Fig. 1: run 1, power grid
Bar = 20 µm. Pins as bars on the die edge. Tap cells in gray.
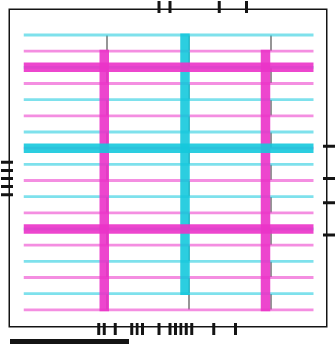
Fig. 2: run 1, cells colored by class
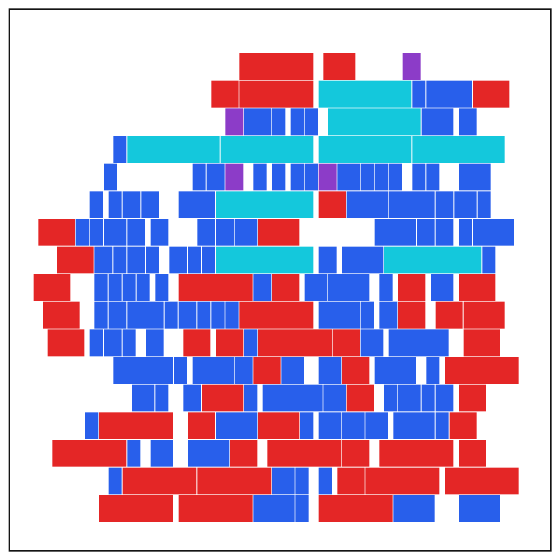
Fig. 3: run 1, clock network drawn from the DEF
Bar = 20 µm.
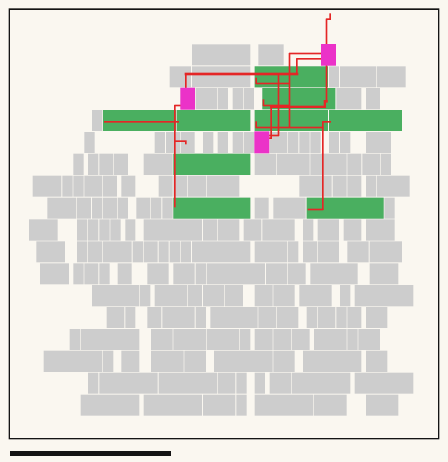
==> config.mk <==
export PLATFORM = sky130hd
export DESIGN_NAME = datapath_sequencer_flat
export DESIGN_NICKNAME = d
export VERILOG_FILES = /design/src/rtl/datapath_sequencer_if.sv /design/src/rtl/datapath_sequencer.sv /design/src/flat_wrapper.sv
export SDC_FILE = /design/constraint.sdc
export NUM_CORES = 1
export LEC_CHECK = 0
export ABC_AREA = 1
export CAP_MARGIN = 40
export CELL_PAD_IN_SITES_DETAIL_PLACEMENT = 0
export CELL_PAD_IN_SITES_GLOBAL_PLACEMENT = 1
export CORE_MARGIN = 2
export CORE_UTILIZATION = 34
export CTS_BUF_LIST = sky130_fd_sc_hd__clkbuf_2
export CTS_CLUSTER_SIZE = 14
export DETAILED_ROUTE_END_ITERATION = 7
export PLACE_DENSITY = 0.94
export SETUP_SLACK_MARGIN = 0.4
export SLEW_MARGIN = 0
export SYNTH_ARGS = -nofsm -noshare
export SYNTH_HDL_FRONTEND = slang
export SYNTH_SLANG_ARGS = --single-unit
==> constraint.sdc <==
create_clock -name clk -period 2.26 [get_ports clk]
set_input_delay 0.678 -clock clk [delete_from_list [all_inputs] [get_ports clk]]
set_output_delay 0.678 -clock clk [all_outputs]
set_load 0.05 [all_outputs]
==> notes.md, run 1 <==
run metrics: run status complete, no violations, Top Ports 27, non-filler cells, final 211, Most used DFF post-synth dfrtp_1, worst setup margin 85.8 ps, Buf+Inv Stages, Crit Path 4, most common logic cells in the final layout nand2_1 (23), buf_4 (19), buf_12 (17), PD cells 1350 nW/µm², via count 1097, Post-Route WL 3200 µm, Core Util, Final 71.6%, adder share 3.04%, Max Freq 0.460 GHz, # Post-CTS Setup Buffers 13, leakage 0.833 nW, Max-area cell share 27.4%, worst hold path type register to register, Pins Over Slew Limit 0, xor+xnor area frac 2.13%, min Tclk post-route 2170 ps, Setup crit end kind primary output, Residual DRC 0, number of global-route vias before repair 1041, reported net switching power 0.00116 W, post-cts sizing count 24, Post-CTS Hold Buffers 0, ao+oa area frac 11.1%, FP Util 36.5%, Port Buf Inserts 26, routability cong. 0.858, Critical Path Source Type register, Pwr top combinational logic
## Picture notes: Fig. 1
[VSS] magenta
[VDD] cyan
signal pins: 27
met4 straps: 3
Core ar.: 2250 µm²
Die Ht: 53.2 µm
Die Wd: 53.2 µm
VDD IR-drop max: 0.00113 V

## Picture notes: Fig. 2
[remaining buffers and delay cells] red | cells: 49
[sequential cells] cyan | cells: 9
[clock drivers and dummy loads] purple | cells: 4
[remaining logic cells] blue | cells: 121
Seq/total area: 14.2%
num rows: 17

## Picture notes: Fig. 3
[clock-net drivers] magenta | count: 3
[clock wires] red | length: 128 µm
[flip-flops] green | count: 9
routed clock nets: 4
clk pwr: 0.000103 W
clock skew: 11.4 ps
Clk pwr share: 4.7%
Worst-Skew Late Latency: 250 ps

run 1: layer usage:
layer | up-vias | share of wire, % | track usage [%]
li1 | 515 | - | -
met1 | 520 | 40 | 25.5
met2 | 52 | 52 | 40.4
met3 | 10 | 5.3 | 3.95
met4 | 0 | 2.6 | 6.84
met5 | - | 0 | 0
run 1: final cells by class:
cell class | count | share of cell area (%)
repair buffers | 49 | 38.2
multi-input cells | 95 | 37.4
flip-flops and latches | 9 | 14.2
inverters | 26 | 6.74
well taps | 28 | 2.17
clock buffers | 4 | 1.24
run 1: cells by family after synthesis:
kind of cell | Yosys count
simple gates | 75
compound gates | 16
xor+xnor | 2
fa+ha+maj | 2
buf+inv | 27
flops | 9
Fig. 4: run 1, clock routing
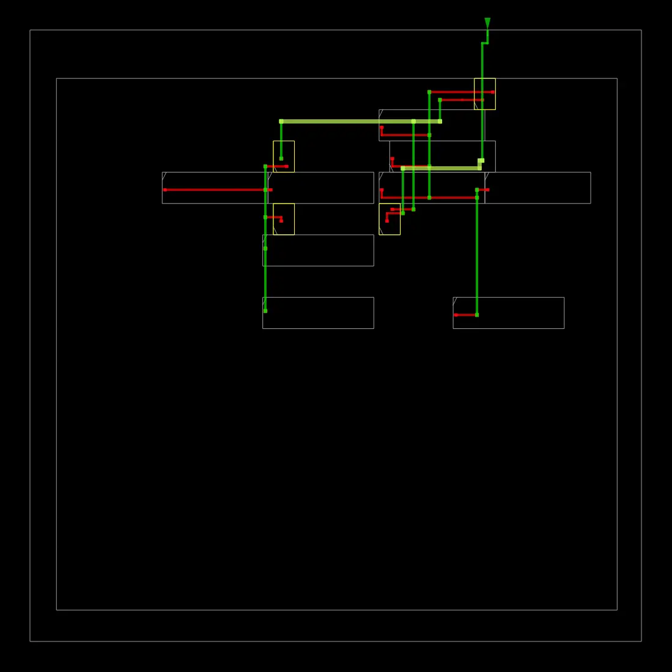

## Run 2: what changed since run 1
- SKIP_CTS_REPAIR_TIMING: unset -> 1
Fig. 5: run 2, clock routing
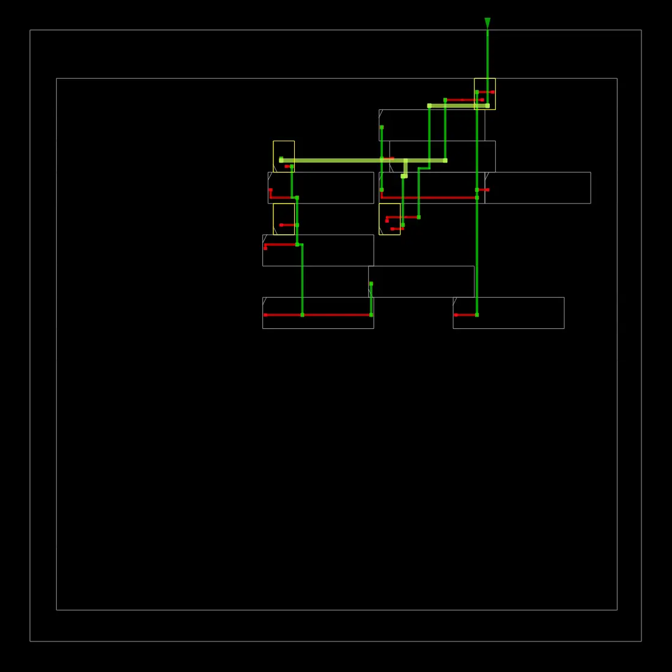
total CTS buffers: 3
Worst-Skew Late Latency: 240 ps

Fig. 6: run 2, clock network drawn from the DEF
Bar = 20 µm.
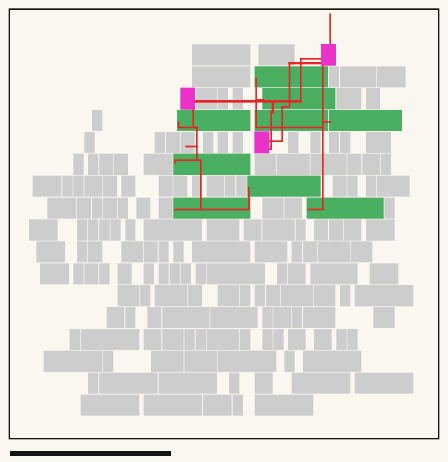
[flip-flops] green | count: 9
[clock-net drivers] magenta | count: 3
[clock wires] red | length: 127 µm
routed clock nets: 4
clock skew: 5.01 ps
Clk pwr share: 5.4%

==> run 2 against run 1 <==
Net effect: via count fell by 10%; global-route usage decreased by 5.1 points; first-iteration DRC count decreased by 33%; sequential share of layout area up 1.3 points; fmax rose by 1.2%; utilization fell by 5.9 points; largest cell class is now multi-input combinational cells; largest power group unchanged; highest routed layer unchanged.
==> notes.md, run 2 <==
run metrics: tapcell count 28, Residual DRC 0, num rows 17, sequential cell count 9, Most used DFF post-synth dfrtp_1, Port Buf Inserts 26, Max-area cell share 27.4%, Critical Path Source Type register, worst slew pin tran 498 ps, Ys Warns 0, FP Util 36.5%, area growth from synthesis to layout 80.1%, Post-Route WL 2650 µm, Buf+Inv Stages, Crit Path 3, Max Freq 0.466 GHz, Setup crit end kind primary output, Top Usage Layer GRT met2, Pins Over Slew Limit 0, leakage 0.758 nW, Die Ht 53.2 µm, run status complete, no violations, PD cells 1290 nW/µm², most common logic cells in the final layout nand2_1 (28), buf_12 (17), inv_1 (16), VDD IR-drop max 0.000941 V, clk pwr 0.000103 W, logic share of the area 38.5%, met2 GRT Util 30.0%, Core Util, Final 65.6%, clock buffers 4, Top class by area multi-input combinational cells, M3 GR Usage 2.54%, Comb gates 95, number of global-route vias before repair 843, via count 983, reported net switching power 0.00102 W, Pwr top combinational logic, clk tree area frac 1.35%, Non-clock buffers 37, worst hold path type register to register, buffer share of cell area 35.3%, inverters 26, Top Ports 27
## run 2: kinds of logic after synthesis
group                      Yosys count  synth area share [%]
xor gates and xnor gates             2                  2.13
adders and majority gates            2                  3.04
AOI/OAI and AO/OA                   16                  11.1
and+or+nand+nor                     75                  43.5
buffers and inverters               27                  12.8
DFF                                  9                  27.4
## run 2: metrics by stage
stage | hold slack, ps | setup slack [ps]
2_1_floorplan | 382 | 258
3_3_place_gp | 465 | 270
3_5_place_dp | 463 | 237
4_1_cts | 485 | 16.9
5_1_grt | 498 | 68.5
6_report | 479 | 112
## run 2: metal layers
metal,wire length (µm),part of all wire (%)
met5,0,0
met4,24,0.90
met3,105,4.0
met2,1450,55
met1,1070,40
## run 2: tightest hold or removal path, cell delays in order, from the launching register on
cell and delay [ps]:
dfrtp_1 360, inv_1 40, nand2_1 50
Power and IR drop assume default switching activity.
